==> config.mk <==
export PLATFORM = sky130hd
export DESIGN_NAME = execute_md
export DESIGN_NICKNAME = d
export VERILOG_FILES = /design/src/rtl/execute_md.sv
export SDC_FILE = /design/constraint.sdc
export NUM_CORES = 2
export LEC_CHECK = 0
export CORE_MARGIN = 5
export CORE_UTILIZATION = 35
export DETAILED_ROUTE_END_ITERATION = 7
export HOLD_SLACK_MARGIN = 0.15
export PLACE_DENSITY_LB_ADDON = 0.25
export RECOVER_POWER = 50
export REMOVE_ABC_BUFFERS = 1
export SLEW_MARGIN = 25
export SYNTH_ARGS = -nofsm -noshare
export SYNTH_HDL_FRONTEND = slang
export SYNTH_SLANG_ARGS = --single-unit
==> constraint.sdc <==
create_clock -name clock -period 12.1 [get_ports clock]
set_input_delay 2.42 -clock clock [delete_from_list [all_inputs] [get_ports clock]]
set_output_delay 2.42 -clock clock [all_outputs]
set_load 0.005 [all_outputs]
==> src/rtl/execute_md.sv <==
// execute_md: MIPS execute stage with forwarding, branch resolution, iterative mul/div with HI/LO and EX/MEM register
module execute_md #(
    parameter int DATA_W = 32,
    parameter int PC_W = 11,
    parameter int REG_W = 5
) (
    input  logic                      clock,
    input  logic                      reset,
    input  logic [3:0]                alu_ctrl,
    input  logic [2:0]                md_op,
    input  logic [1:0]                hilo_rd,
    input  logic                      ALUSrc,
    input  logic                      RegDst,
    input  logic [1:0]                ForwardA,
    input  logic [1:0]                ForwardB,
    input  logic [DATA_W-1:0]         registro_1,
    input  logic [DATA_W-1:0]         registro_2,
    input  logic [DATA_W-1:0]         sign_extend,
    input  logic [DATA_W-1:0]         memory_mem_wb,
    input  logic [$clog2(DATA_W)-1:0] sa,
    input  logic [REG_W-1:0]          reg_dest_r_type,
    input  logic [REG_W-1:0]          reg_dest_l_type,
    input  logic [PC_W-1:0]           current_pc,
    input  logic [PC_W-1:0]           branch_dest_addr,
    input  logic [1:0]                sel_dire_salto,
    input  logic                      Branch_in,
    input  logic                      Bne_in,
    input  logic                      Jump_in,
    input  logic                      MemToReg_in,
    input  logic                      RegWrite_in,
    input  logic                      MemRead_in,
    input  logic                      MemWrite_in,
    input  logic [2:0]                trunk_mode_in,
    input  logic                      flush,
    output logic [DATA_W-1:0]         result_out,
    output logic [DATA_W-1:0]         registro_2_out,
    output logic [REG_W-1:0]          reg_dest_out,
    output logic                      MemToReg_out,
    output logic                      RegWrite_out,
    output logic                      MemRead_out,
    output logic                      MemWrite_out,
    output logic [2:0]                trunk_mode_out,
    output logic                      PCSrc,
    output logic [PC_W-1:0]           PC_salto,
    output logic                      md_busy,
    output logic                      md_stall
);
    localparam int SW = $clog2(DATA_W);

    logic [DATA_W-1:0] a, bf, b, alu, hi, lo, p_hi, p_lo, m, dvd, ma, mb, nx_hi, nx_lo, res_hi, res_lo;
    logic [DATA_W:0] sum, sh;
    logic [2*DATA_W-1:0] prod;
    logic [SW-1:0] cnt;
    logic is_div, neg_q, neg_r, dz, sgn, div_op, a_s, b_s, ge, start, mt_ok, bubble, last;

    always_comb begin
        a = ForwardA == 2'b01 ? result_out : ForwardA == 2'b10 ? memory_mem_wb : registro_1;
        bf = ForwardB == 2'b01 ? result_out : ForwardB == 2'b10 ? memory_mem_wb : registro_2;
        b = ALUSrc ? sign_extend : bf;
        case (alu_ctrl)
            4'd0:    alu = a + b;
            4'd1:    alu = a - b;
            4'd2:    alu = a & b;
            4'd3:    alu = a | b;
            4'd4:    alu = a ^ b;
            4'd5:    alu = ~(a | b);
            4'd6:    alu = {{(DATA_W-1){1'b0}}, $signed(a) < $signed(b)};
            4'd7:    alu = {{(DATA_W-1){1'b0}}, a < b};
            4'd8:    alu = b << sa;
            4'd9:    alu = b >> sa;
            4'd10:   alu = $signed(b) >>> sa;
            4'd11:   alu = b << a[SW-1:0];
            4'd12:   alu = b >> a[SW-1:0];
            4'd13:   alu = $signed(b) >>> a[SW-1:0];
            4'd14:   alu = b << (DATA_W / 2);
            default: alu = DATA_W'(current_pc + PC_W'(1));
        endcase
    end

    assign PCSrc = (Branch_in && a == bf) || (Bne_in && a != bf) || Jump_in;
    assign PC_salto = sel_dire_salto == 2'b00 ? branch_dest_addr :
                      sel_dire_salto == 2'b01 ? sign_extend[PC_W-1:0] : a[PC_W-1:0];

    assign md_stall = md_busy && ((md_op != 3'd0 && md_op != 3'd7) || hilo_rd == 2'b01 || hilo_rd == 2'b10);
    assign bubble = flush || md_stall;
    assign start = md_op >= 3'd1 && md_op <= 3'd4 && !md_busy && !flush && !reset;
    assign mt_ok = (md_op == 3'd5 || md_op == 3'd6) && !bubble && !reset;

    // Operands are reduced to magnitudes at start; signs are re-applied on the final step.
    always_comb begin
        sgn = md_op == 3'd1 || md_op == 3'd3;
        div_op = md_op == 3'd3 || md_op == 3'd4;
        a_s = sgn && a[DATA_W-1];
        b_s = sgn && bf[DATA_W-1];
        ma = a_s ? -a : a;
        mb = b_s ? -bf : bf;
        sum = {1'b0, p_hi} + (p_lo[0] ? {1'b0, m} : '0);
        sh = {p_hi, p_lo[DATA_W-1]};
        ge = sh >= {1'b0, m};
        nx_hi = is_div ? (ge ? DATA_W'(sh - {1'b0, m}) : sh[DATA_W-1:0]) : sum[DATA_W:1];
        nx_lo = is_div ? {p_lo[DATA_W-2:0], ge} : {sum[0], p_lo[DATA_W-1:1]};
        prod = neg_q ? -{nx_hi, nx_lo} : {nx_hi, nx_lo};
        res_hi = is_div ? (dz ? dvd : neg_r ? -nx_hi : nx_hi) : prod[2*DATA_W-1:DATA_W];
        res_lo = is_div ? (dz ? '1 : neg_q ? -nx_lo : nx_lo) : prod[DATA_W-1:0];
        last = cnt == SW'(DATA_W - 1);
    end

    always_ff @(posedge clock) begin
        if (reset) begin
            hi <= '0;
            lo <= '0;
            md_busy <= 1'b0;
            cnt <= '0;
            p_hi <= '0;
            p_lo <= '0;
            m <= '0;
            dvd <= '0;
            is_div <= 1'b0;
            neg_q <= 1'b0;
            neg_r <= 1'b0;
            dz <= 1'b0;
        end else begin
            if (start) begin
                md_busy <= 1'b1;
                cnt <= '0;
                is_div <= div_op;
                neg_q <= a_s ^ b_s;
                neg_r <= a_s;
                dz <= bf == '0;
                dvd <= a;
                p_hi <= '0;
                p_lo <= div_op ? ma : mb;
                m <= div_op ? mb : ma;
            end else if (md_busy) begin
                p_hi <= nx_hi;
                p_lo <= nx_lo;
                cnt <= cnt + SW'(1);
                if (last) begin
                    md_busy <= 1'b0;
                    hi <= res_hi;
                    lo <= res_lo;
                end
            end
            if (mt_ok && md_op == 3'd5) hi <= a;
            if (mt_ok && md_op == 3'd6) lo <= a;
        end
    end

    always_ff @(posedge clock) begin
        if (reset || bubble) begin
            result_out <= '0;
            registro_2_out <= '0;
            reg_dest_out <= '0;
            MemToReg_out <= 1'b0;
            RegWrite_out <= 1'b0;
            MemRead_out <= 1'b0;
            MemWrite_out <= 1'b0;
            trunk_mode_out <= '0;
        end else begin
            result_out <= hilo_rd == 2'b01 ? hi : hilo_rd == 2'b10 ? lo : alu;
            registro_2_out <= bf;
            reg_dest_out <= RegDst ? reg_dest_r_type : reg_dest_l_type;
            MemToReg_out <= MemToReg_in;
            RegWrite_out <= RegWrite_in;
            MemRead_out <= MemRead_in;
            MemWrite_out <= MemWrite_in;
            trunk_mode_out <= trunk_mode_in;
        end
    end
endmodule

==> results.sh <==
# implementation run metrics
export IMPL_crit_path_start="ForwardA[1]"
export IMPL_hold_viol=0
export IMPL_worst_ep_required_time_ps=9680
export IMPL_setup_viol=0
export IMPL_yosys_warnings=0
export IMPL_gp_congestion=1.03
export IMPL_top_cells_by_area="dfxtp_1 17%, mux2i_1 9.4%, a21oi_1 6.9%"
export IMPL_route_detailed_drc=0
export IMPL_cts_resized=0
export IMPL_r2r_end="p_lo[29]$_SDFFE_PP0P_"
export IMPL_clk_pin_slew_ps=60
export IMPL_place_inst=6060
export IMPL_critical_path_max_stage_delay_ps=1200
export IMPL_overflow=0
export IMPL_yosys_area_top_type_share=0.168
export IMPL_fp_util=0.351
export IMPL_hold_path_class="flip-flop to flip-flop"
export IMPL_drive_above_1_share=0.0697
export IMPL_drt_iter0_markers=5093
export IMPL_cts_made_buffers=40
export IMPL_dr_pass1_iters=7
export IMPL_grt_pass1_vias=35900
export IMPL_holdPathEnd="dvd[27]$_SDFFE_PP0P_"
export IMPL_crit_path_cell_trace="dlygate4sd3_1, nand2b_2, o221ai_1, xnor2_1, nor4_1, nand4_1, nor4_2, nor2b_1, a211o_1, clkdlybuf4s50_1"
export IMPL_ys_seq_frac=0.168
export IMPL_postRouteAntennaNets=0
export IMPL_synth_cell_types=98
export IMPL_violations="max-capacitance violations, max-slew violations"
export IMPL_via_per_inst=6.33
export IMPL_dpl_hpwl_um=143000
export IMPL_synthFlopType="dfxtp_1"
export IMPL_yosys_cells=4733
export IMPL_end_kind="output port"
export IMPL_vdd_ir_drop_max_mv=0.127
export IMPL_area_delta_synth_final_pct=16.5
export IMPL_nets=5200
export IMPL_rows=113
export IMPL_syn_cell_area_mm2=0.0332
export IMPL_highest_layer="met5"
export IMPL_fin_cells=6130
export IMPL_ys_ff=278
export IMPL_start_kind="input pin"
export IMPL_synthCells=4733
export IMPL_min_period_ps=9960
export IMPL_timing_final_crit_share=0.823
export IMPL_power_density_mw_per_mm2=120
export IMPL_yosysTopAreaCell="dfxtp_1"
export IMPL_synthArstFlopShare=0
export IMPL_slew_headroom=-1.28
export IMPL_antenna_found_initial=3
export IMPL_fmax_ghz=0.100
export IMPL_openroad_warnings=86
export IMPL_hold_path_startpoint="dvd[27]$_SDFFE_PP0P_"
export IMPL_r2r_start="md_busy$_SDFF_PP0_"
export IMPL_clk_latency_ps=630
export IMPL_reg2reg_slack_ps=4520
export IMPL_grt_util_met2=0.559
export IMPL_crit_family="simple AND/OR/NAND/NOR gates"
export IMPL_crit_slowest_cell="dlygate4sd3_1"
export IMPL_avgSynthCellArea_um2=7.01
export IMPL_tritoncts="built"
export IMPL_maxSlewViolCount=276
export IMPL_wl_per_cell_um=29.8
export IMPL_grt_max_degree=78
export IMPL_die_y_um=318
export IMPL_core_mm2=0.0946
export IMPL_p_leak_nw=15.2
export IMPL_htreeDepth=2
export IMPL_met2_wirelength_um=83600
export IMPL_drv_cap=6
export IMPL_fin_skew_ps=42.0
export IMPL_grt_busiest_layer="met2"
export IMPL_die_w_um=318
export IMPL_grt_usage=0.339
export IMPL_status="finished, violations left"
export IMPL_die_area_mm2=0.101
export IMPL_cts_buffer_depth=3
export IMPL_route_met3_wl_um=15200
export IMPL_ff2ff_path_depth=5
export IMPL_crit_type="input pin to output port"
export IMPL_cts_sinks=278
export IMPL_cp_num_buf_inv=2
export IMPL_edf_count=0
export IMPL_met1_length_um=73200
export IMPL_cp_max_fo=26
synthesized netlist by cell type (23+ instances only):
| master | n |
|---|---|
| o21ai_1 | 48 |
| o31ai_1 | 37 |
| nand2b_1 | 37 |
| xor2_1 | 95 |
| xnor2_1 | 125 |
| ha_1 | 164 |
| or3_1 | 32 |
| a31oi_1 | 56 |
| a2111oi_0 | 30 |
| nand3_1 | 98 |
| a211oi_1 | 76 |
| inv_1 | 155 |
| mux2i_1 | 312 |
| nor3_1 | 126 |
| a21oi_1 | 455 |
| dfxtp_1 | 278 |
| o21ai_0 | 305 |
| o211ai_1 | 114 |
| nand2_1 | 485 |
| a22oi_1 | 27 |
| o21bai_1 | 24 |
| a21o_1 | 43 |
| nor4_1 | 26 |
| and3_1 | 42 |
| nand4_1 | 46 |
| o221ai_1 | 35 |
| and2_1 | 80 |
| buf_1 | 42 |
| o21a_1 | 49 |
| clkbuf_1 | 278 |
| nor2_1 | 505 |
| or2_2 | 23 |
| a221oi_1 | 48 |
| o22ai_1 | 25 |
| nor2b_1 | 32 |
| mux2_2 | 54 |
layout by cell type, fill, tap and decap left out, types with 114 or more instances in the layout:
cell             instances
nor2_1                 503
nand2_1                485
a21oi_1                455
mux2i_1                308
o21ai_0                303
dfxtp_1                276
clkdlybuf4s50_1        200
ha_1                   164
inv_1                  155
xnor2_1                125
nor3_1                 123
buf_4                  115
o211ai_1               114
worst max-delay path by stage:
stage	depth (start not counted)	slack, ps	endpoint
6_report	10	2140	PCSrc
4_1_cts	10	2300	PCSrc
5_1_grt	11	2030	PCSrc
3_5_place_dp	10	2300	PCSrc
3_3_place_gp	10	2430	PCSrc
2_1_floorplan	4	3470	m[10]$_SDFFE_PP0P_
per-stage QoR:
step / total power (W) / area [um^2] / setup WS [ps] / hold WS (ps) / utilization
3_5_place_dp: 0.00331 / 37300 / 2300 / 448 / 0.395
3_3_place_gp: 0.00331 / 37300 / 2430 / 441 / 0.395
2_1_floorplan: 0.00241 / 31900 / 3470 / 426 / -
4_1_cts: 0.00459 / 38700 / 2300 / 456 / 0.409
5_1_grt: 0.00482 / 38600 / 2030 / 481 / 0.409
6_report: 0.00463 / 38600 / 2140 / 459 / 0.409
cells by family (layout without fill, tap and decap cells):
logic type / after synthesis / in the layout / synth area share
other: 0 / 1 / 0
AOI/OAI and AO/OA: 1579 / 1579 / 0.310
and+or+nand+nor: 1613 / 1613 / 0.227
muxes: 372 / 372 / 0.116
xor gates and xnor gates: 220 / 220 / 0.0581
DFF: 278 / 278 / 0.168
adders and majority gates: 168 / 168 / 0.0643
buffers and inverters: 503 / 634 / 0.0577
layout make-up:
type,count,area [um^2]
Multi-Input combinational cell,3952,25800
Sequential cell,278,5570
Antenna cell,1,2.50
Clock inverter,20,258
Clock buffer,49,1090
Inverter,161,604
Fill cell,9927,55900
Tap cell,1265,1580
Timing Repair Buffer,404,3700
where the power goes:
part | internal [W] | switching (W) | leakage [nW] | total, W
Sequential | 0.000968 | 0.0000654 | 2.27 | 0.00103
Clock | 0.000747 | 0.000513 | 0.656 | 0.00126
Combinational | 0.000779 | 0.00156 | 12.3 | 0.00234
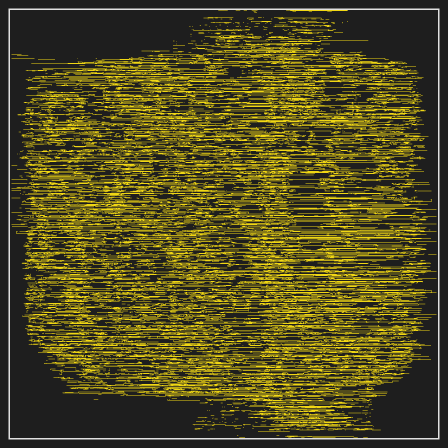
met1.png
The layer carries 73.2 mm of wire. 4,904 nets have wire on it.
via count: 38,800
Post-Route WL: 182,000 um
met1 Track Usage GR: 0.436

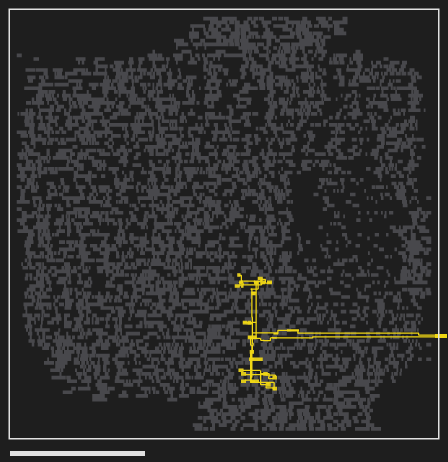
port_nets.png
Scale bar: 100 um.
`ForwardA`: in yellow, bits 2, direction input, edge right, end cells 24, buffers 2, wire 653 um.
number of I/O pins: 285
# port buffers: 284

Power is estimated from default activity; no workload was simulated.
